### config.mk
export PLATFORM = sky130hd
export DESIGN_NAME = accel_spi_responder
export DESIGN_NICKNAME = d
export VERILOG_FILES = /design/src/rtl/accel_spi_pkg.sv /design/src/rtl/spi_sync_edge.sv /design/src/rtl/accel_spi_responder.sv
export SDC_FILE = /design/constraint.sdc
export NUM_CORES = 1
export LEC_CHECK = 0
export ABC_AREA = 1
export CAP_MARGIN = 5
export CORE_MARGIN = 10
export CORE_UTILIZATION = 58
export DETAILED_ROUTE_END_ITERATION = 8
export MAX_ROUTING_LAYER = met4
export PLACE_DENSITY = 0.85
export SLEW_MARGIN = 25
export SYNTH_ARGS = -nofsm -noshare
export SYNTH_HDL_FRONTEND = slang
export SYNTH_SLANG_ARGS = --single-unit
export TNS_END_PERCENT = 20
### constraint.sdc
create_clock -name clk -period 5 [get_ports clk]
set_clock_uncertainty 0.05 [all_clocks]
set_input_delay 1 -clock clk [delete_from_list [all_inputs] [get_ports clk]]
set_output_delay 1 -clock clk [all_outputs]
set_load 0.02 [all_outputs]
### src/rtl/accel_spi_pkg.sv
// Shared constants and state encoding for the accelerometer SPI responder.
package accel_spi_pkg;

    localparam logic [7:0] CMD_WRITE = 8'h0A;
    localparam logic [7:0] CMD_READ  = 8'h0B;

    localparam logic [3:0] ADDR_DEVID = 4'h0;
    localparam logic [3:0] ADDR_XDATA = 4'h8;
    localparam logic [3:0] ADDR_YDATA = 4'h9;
    localparam logic [3:0] ADDR_ZDATA = 4'hA;

    // One bit per address; set bits are read-only (DEVID and the sample shadows).
    localparam logic [15:0] RO_MASK = 16'h0701;

    typedef enum logic [2:0] {
        ST_IDLE,
        ST_CMD,
        ST_ADDR,
        ST_DATA,
        ST_IGNORE
    } state_t;

    function automatic logic addr_is_ro(input logic [3:0] addr);
        return RO_MASK[addr];
    endfunction

endpackage

### src/rtl/spi_sync_edge.sv
// Multi-flop synchronizer for one SPI pin with rise/fall pulses taken from
// the synchronized level.
module spi_sync_edge #(
    parameter int unsigned SYNC_STAGES = 2,
    parameter logic        RESET_VAL   = 1'b0
) (
    input  logic clk,
    input  logic reset,
    input  logic din,
    output logic level,
    output logic rise,
    output logic fall
);

    logic [SYNC_STAGES-1:0] sync;
    logic                   prev;

    always_ff @(posedge clk) begin
        if (!reset) begin
            sync <= {SYNC_STAGES{RESET_VAL}};
            prev <= RESET_VAL;
        end else begin
            sync <= {sync[SYNC_STAGES-2:0], din};
            prev <= sync[SYNC_STAGES-1];
        end
    end

    assign level = sync[SYNC_STAGES-1];
    assign rise  = level & ~prev;
    assign fall  = ~level & prev;

endmodule

### src/rtl/accel_spi_responder.sv
// SPI mode-0 slave emulating the accelerometer register file (0x0B read, 0x0A write).
// Define ACCEL_RESP_AUTOINC_EN to auto-increment the address after every data byte.
module accel_spi_responder
    import accel_spi_pkg::*;
#(
    parameter logic [7:0]  DEVID       = 8'hAD,
    parameter int unsigned SYNC_STAGES = 2
) (
    input  logic       clk,
    input  logic       reset,
    input  logic       CS,
    input  logic       SCLK,
    input  logic       MOSI,
    output logic       MISO,
    input  logic [7:0] x_data,
    input  logic [7:0] y_data,
    input  logic [7:0] z_data,
    output logic       reg_wr,
    output logic [3:0] reg_addr,
    output logic [7:0] reg_wdata,
    output logic       busy
);

    logic cs_lvl, cs_rise, cs_fall;
    logic sclk_unused_lvl, sclk_rise, sclk_fall;
    logic mosi_lvl, mosi_unused_rise, mosi_unused_fall;

    spi_sync_edge #(.SYNC_STAGES(SYNC_STAGES), .RESET_VAL(1'b1)) u_cs_sync (
        .clk(clk), .reset(reset), .din(CS),
        .level(cs_lvl), .rise(cs_rise), .fall(cs_fall)
    );
    spi_sync_edge #(.SYNC_STAGES(SYNC_STAGES), .RESET_VAL(1'b0)) u_sclk_sync (
        .clk(clk), .reset(reset), .din(SCLK),
        .level(sclk_unused_lvl), .rise(sclk_rise), .fall(sclk_fall)
    );
    spi_sync_edge #(.SYNC_STAGES(SYNC_STAGES), .RESET_VAL(1'b0)) u_mosi_sync (
        .clk(clk), .reset(reset), .din(MOSI),
        .level(mosi_lvl), .rise(mosi_unused_rise), .fall(mosi_unused_fall)
    );

    state_t     state, state_next;
    logic [2:0] bit_cnt;
    logic [7:0] shift_in, shift_out, byte_in, rdata, load_val;
    logic [3:0] addr;
    logic       is_read;
    logic       write_ok;
    logic [7:0] shadow_x, shadow_y, shadow_z;
    logic [7:0] regfile [16];
`ifndef ACCEL_RESP_AUTOINC_EN
    logic       data_done;
`endif

    assign byte_in = {shift_in[6:0], mosi_lvl};
    assign MISO    = shift_out[7];
    assign busy    = ~cs_lvl;

    always_comb begin
        unique case (addr)
            ADDR_DEVID: rdata = DEVID;
            ADDR_XDATA: rdata = shadow_x;
            ADDR_YDATA: rdata = shadow_y;
            ADDR_ZDATA: rdata = shadow_z;
            default:    rdata = regfile[addr];
        endcase
    end

`ifdef ACCEL_RESP_AUTOINC_EN
    assign load_val = rdata;
    assign write_ok = ~addr_is_ro(addr);
`else
    assign load_val = data_done ? '0 : rdata;
    assign write_ok = ~addr_is_ro(addr) & ~data_done;
`endif

    // CS rise is checked first so a coincident SCLK edge is ignored.
    always_comb begin
        state_next = state;
        if (cs_rise) begin
            state_next = ST_IDLE;
        end else begin
            case (state)
                ST_IDLE: if (cs_fall) state_next = ST_CMD;
                ST_CMD: begin
                    if (sclk_rise && bit_cnt == 3'd7)
                        state_next = (byte_in == CMD_WRITE || byte_in == CMD_READ) ? ST_ADDR : ST_IGNORE;
                end
                ST_ADDR: if (sclk_rise && bit_cnt == 3'd7) state_next = ST_DATA;
                default: state_next = state;
            endcase
        end
    end

    always_ff @(posedge clk) begin
        if (!reset) begin
            state     <= ST_IDLE;
            bit_cnt   <= '0;
            shift_in  <= '0;
            shift_out <= '0;
            addr      <= '0;
            is_read   <= 1'b0;
            shadow_x  <= '0;
            shadow_y  <= '0;
            shadow_z  <= '0;
            reg_wr    <= 1'b0;
            reg_addr  <= '0;
            reg_wdata <= '0;
`ifndef ACCEL_RESP_AUTOINC_EN
            data_done <= 1'b0;
`endif
            for (int unsigned i = 0; i < 16; i++) regfile[i] <= '0;
        end else begin
            state  <= state_next;
            reg_wr <= 1'b0;
            if (cs_fall) begin
                shadow_x  <= x_data;
                shadow_y  <= y_data;
                shadow_z  <= z_data;
                bit_cnt   <= '0;
                shift_in  <= '0;
                shift_out <= '0;
                addr      <= '0;
`ifndef ACCEL_RESP_AUTOINC_EN
                data_done <= 1'b0;
`endif
            end else if (cs_rise) begin
                shift_out <= '0;
            end else if (state == ST_CMD || state == ST_ADDR || state == ST_DATA) begin
                if (sclk_rise) begin
                    shift_in <= byte_in;
                    bit_cnt  <= bit_cnt + 3'd1;
                    if (bit_cnt == 3'd7) begin
                        if (state == ST_CMD)  is_read <= (byte_in == CMD_READ);
                        if (state == ST_ADDR) addr    <= byte_in[3:0];
                        if (state == ST_DATA) begin
                            if (!is_read && write_ok) begin
                                regfile[addr] <= byte_in;
                                reg_wr        <= 1'b1;
                                reg_addr      <= addr;
                                reg_wdata     <= byte_in;
                            end
`ifdef ACCEL_RESP_AUTOINC_EN
                            addr <= addr + 4'd1;
`else
                            data_done <= 1'b1;
`endif
                        end
                    end
                end
                // A fall with bit_cnt==0 closes a byte: reload, else shift.
                if (sclk_fall && state == ST_DATA && is_read)
                    shift_out <= (bit_cnt == 3'd0) ? load_val : {shift_out[6:0], 1'b0};
            end
        end
    end

endmodule

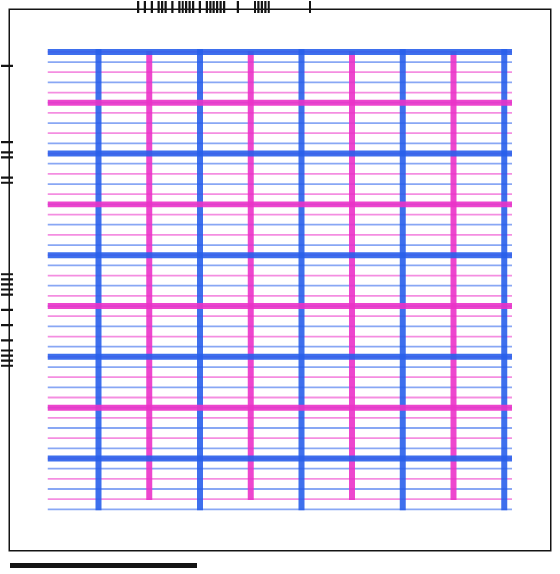
(PDN straps and rails)
The bar under the picture is 50 um long. Pins as bars on the die edge.
- magenta: VDD
- blue: VSS
- met4 straps: 9
- met1 rails: 46
- met5 straps: 9

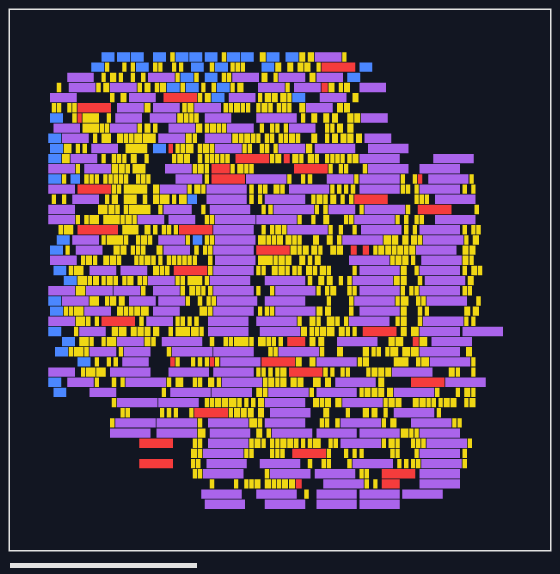
(cells coloured by class)
The bar under the picture is 50 um long.
- blue: remaining buffers and delay cells (cells 46)
- purple: sequential cells (cells 205)
- yellow: combinational and other logic (cells 766)
- red: clock drivers and dummy loads (cells 37)

==> ds_physical_params.txt <==
Implementation parameters

Parameter                              Value

Run status
  Run status .................. finished, final reports clean

Final timing
  Worst hold slack .................. 0.369 ns
  Maximum operating frequency .................. 355 MHz
  Setup-failing EPs final .................. 0
  Final min period .................. 2.82 ns
  Transition time of the tightest slew-check pin .................. 0.995 ns
  Final Cycle Share .................. 0.564
  RSZ-0062 raised after global routing .................. false
  Slack of the critical path .................. 2.18 ns
  Worst-case headroom to the max-slew limit .................. 0.336
  Final total negative setup slack .................. 0 ns
  Final tally of max-slew violations .................. 0
  Final hold violation count .................. 0

Power and ir drop
  VDD IR-drop max .................. 0.268 mV
  Post-layout power .................. 3.52 mW
  PD cells .................. 346 nW/um^2
  Leakage power .................. 3.85 nW

Final layout
  Layout cells sized above 1 .................. 0.0674
  Fin area .................. 10,100 um^2
  Comb gate area .................. 3130 um^2
  Layout area overhead .................. 12.9%
  Most frequently placed logic cells in the final layout .................. nand2_1 (224), nor2_1 (205), edfxtp_1 (128), nand3_1 (124), dfxtp_1 (76)
  Area used by sequential logic in the layout .................. 5390 um^2
  Antenna Diode Count .................. 0
  Largest reg by FF count .................. regfile
  Tally of filler cells in the layout .................. 1,134
  Core occupancy in the finished layout .................. 0.668
  Number of flip-flops in the largest register .................. 128
  Leading cell type in the layout, fill and taps excluded .................. nand2_1
  Post-layout instance count excluding filler cells .................. 1,242
  Number of nets in the final layout .................. 1,074

GRT
  Met3 track demand over resource .................. 0.0492
  Global-route usage over all layers .................. 0.212
  Remaining global-route overflow .................. 0
  Number of global-route vias before repair .................. 6,865
  Initial antenna violation count .................. 0
  Global-route wire length before repair .................. 34.1 mm
  Met2 routing resource usage after global routing .................. 0.332
  Met1 demand-to-capacity share in global routing .................. 0.265
  Maximum number of pins on one net before global-route repair .................. 65
  Grt peak-use layer .................. met2

Logic synthesis
  Yosys top cell by area .................. edfxtp_1
  Synthesized registers .................. 205
  Distinct cell type count after synthesis .................. 31
  Number of nets at floorplan .................. 1,053
  Post-Synthesis Cells .................. 1,019
  Number of warning messages in the yosys log .................. 0
  Yosys cell count .................. 1,019
  Library cell with the highest instance count after synthesis .................. nand2_1
  Post-synthesis average cell area .................. 8.82 um^2
  Total standard cell area after synthesis .................. 8990 um^2
  Most frequent cells after synthesis .................. nand2_1 (224), nor2_1 (205), edfxtp_1 (128)
  Largest type area fraction .................. 0.428
  Chip area estimate from yosys synthesis .................. 8990 um^2
  Biggest area contributors in the synthesized netlist .................. edfxtp_1 (43%), dfxtp_1 (17%), nand2_1 (9.4%)
  Number of enable flip-flop cells .................. 128
  Share of flip-flops with an asynchronous set or reset after synthesis .................. 0
  Proportion of synthesized chip area in sequential cells .................. 0.599
  Dominant register cell in the synthesized netlist .................. edfxtp_1

CTS
  Max clock buf depth .................. 3
  Htree depth .................. 1
  Hold_buf cts .................. 0
  Total CTS buffers .................. 21
  Insertion delay of the later-clocked pin in the worst-skew pair .................. 0.49 ns
  Post-CTS sizing .................. 0
  Root buffer cell .................. clkbuf_16
  Number of buffers inserted to repair setup after CTS .................. 0
  CTS tree .................. yes
  Clk slew on worst S/H paths .................. 0.06 ns
  Clock sink total .................. 205

Route
  Antenna-violating nets left .................. 0
  Wire length per cell after detailed routing .................. 17.3 um
  Detailed-route DRC error count .................. 0
  Uppermost layer routed .................. met4
  Total via count in the routed design .................. 7,136
  Detailed-routing iteration count for the pre-antenna-repair pass .................. 6
  Iter 0 DRT Violations .................. 765
  Detailed-routing wirelength on met1 .................. 8.49 mm
  Total routed wirelength .................. 21.5 mm
  Wire length on met3 .................. 2.24 mm
  Routed vias/inst .................. 5.75
  Met2 layer wire length in the routed design .................. 10.2 mm

Critical path
  Critical path data required time .................. 5.11 ns
  Critical path class .................. in2reg
  End of the worst register-to-register path .................. regfile[0][4]
  Element type at the critical path start .................. input pin
  Startpoint of the lowest-slack register-to-register path .................. u_cs_sync.sync[1]
  Critical path peak fanout .................. 9
  Length in cells of the worst reg-to-reg path .................. 6
  Capture point of the critical path .................. regfile[0][4]
  Worst endpoint data arrival time .................. 2.92 ns
  Kind of capture point of the worst setup path .................. register
  Reg2reg setup slack .................. 2.33 ns
  Launch point of the critical path .................. reset

Floorplan
  Floorplan core area .................. 15,200 um^2
  Core Util at FP .................. 0.591
  Total die size .................. 20,900 um^2
  Number of primary I/O pins .................. 44
  Horizontal die size .................. 144 um
  Height of the die .................. 144 um
  Number of standard-cell rows in the floorplan .................. 45

Hold path
  Worst hold start .................. u_cs_sync.sync[0]
  Hold path endpoint .................. u_cs_sync.sync[1]
  Path type of the worst min-delay path .................. reg2reg
  WHS Path Cells .................. 1

Placement
  Last weighted congestion value of the routability-driven placer .................. 0.931
  Post-DP HPWL .................. 13.9 mm
  Instance area at placement .................. 9480 um^2
  Count of port buffers added during placement .................. 43
  Total placed cells including tap cells .................. 1,205
  Pre-CTS WS .................. 1.74 ns

Run
  Number of violations of the max-capacitance limit .................. 0
  Number of OpenROAD warnings .................. 28
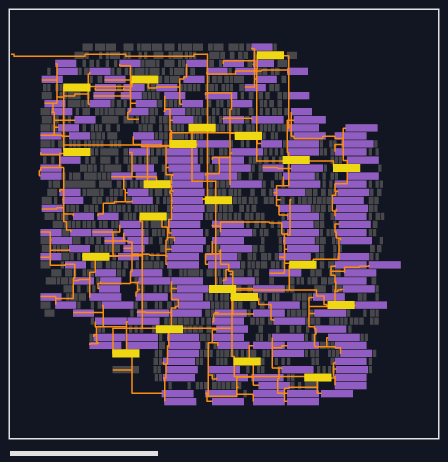
(routed clock nets over the placement)
The bar under the picture is 50 um long.
- orange: clock wires (length 2,070 um)
- yellow: clock drivers (count 21)
- purple: flip-flops (count 205)
- flops lie: widely spread

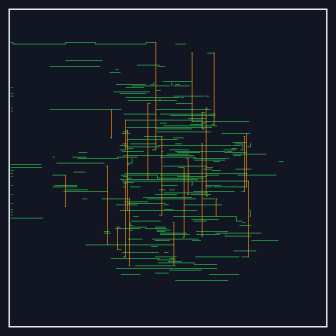
(routed metal, one colour a layer)
Only two layers are drawn.
- green: metal 3 (wire length 2,240 um)
- orange: metal 4 (wire length 623 um)

==> layout make-up <==
type,count,share of cell area
Multi-Input combinational cell,694,0.309
Clock buffer,32,0.0613
Clock inverter,5,0.00481
Timing Repair Buffer,46,0.0446
Tap cell,188,0.0232
Inverter,72,0.0268
Sequential cell,205,0.531
==> where the power goes <==
part	internal [mW]	switching, mW	total (mW)
combinational	0.0450	0.0832	0.128
sequential	1.86	0.0238	1.88
clock	0.907	0.598	1.50
==> logic make-up after synthesis <==
group,synth area share
AND/OR/NAND/NOR,0.285
flip-flops,0.599
adder cells (fa/ha/maj),0.00696
buffers and inverters,0.0525
AND-OR/OR-AND,0.0562
==> worst max-delay path, cell delays in order <==
cell	delay, ns
clkdlybuf4s50_1	0.54
nand2_1	0.14
nor2_1	0.19
nand3_4	0.23
or2_1	0.46
nand2_1	0.35
Power figures rest on the tool's default switching activity, not on a simulated workload.
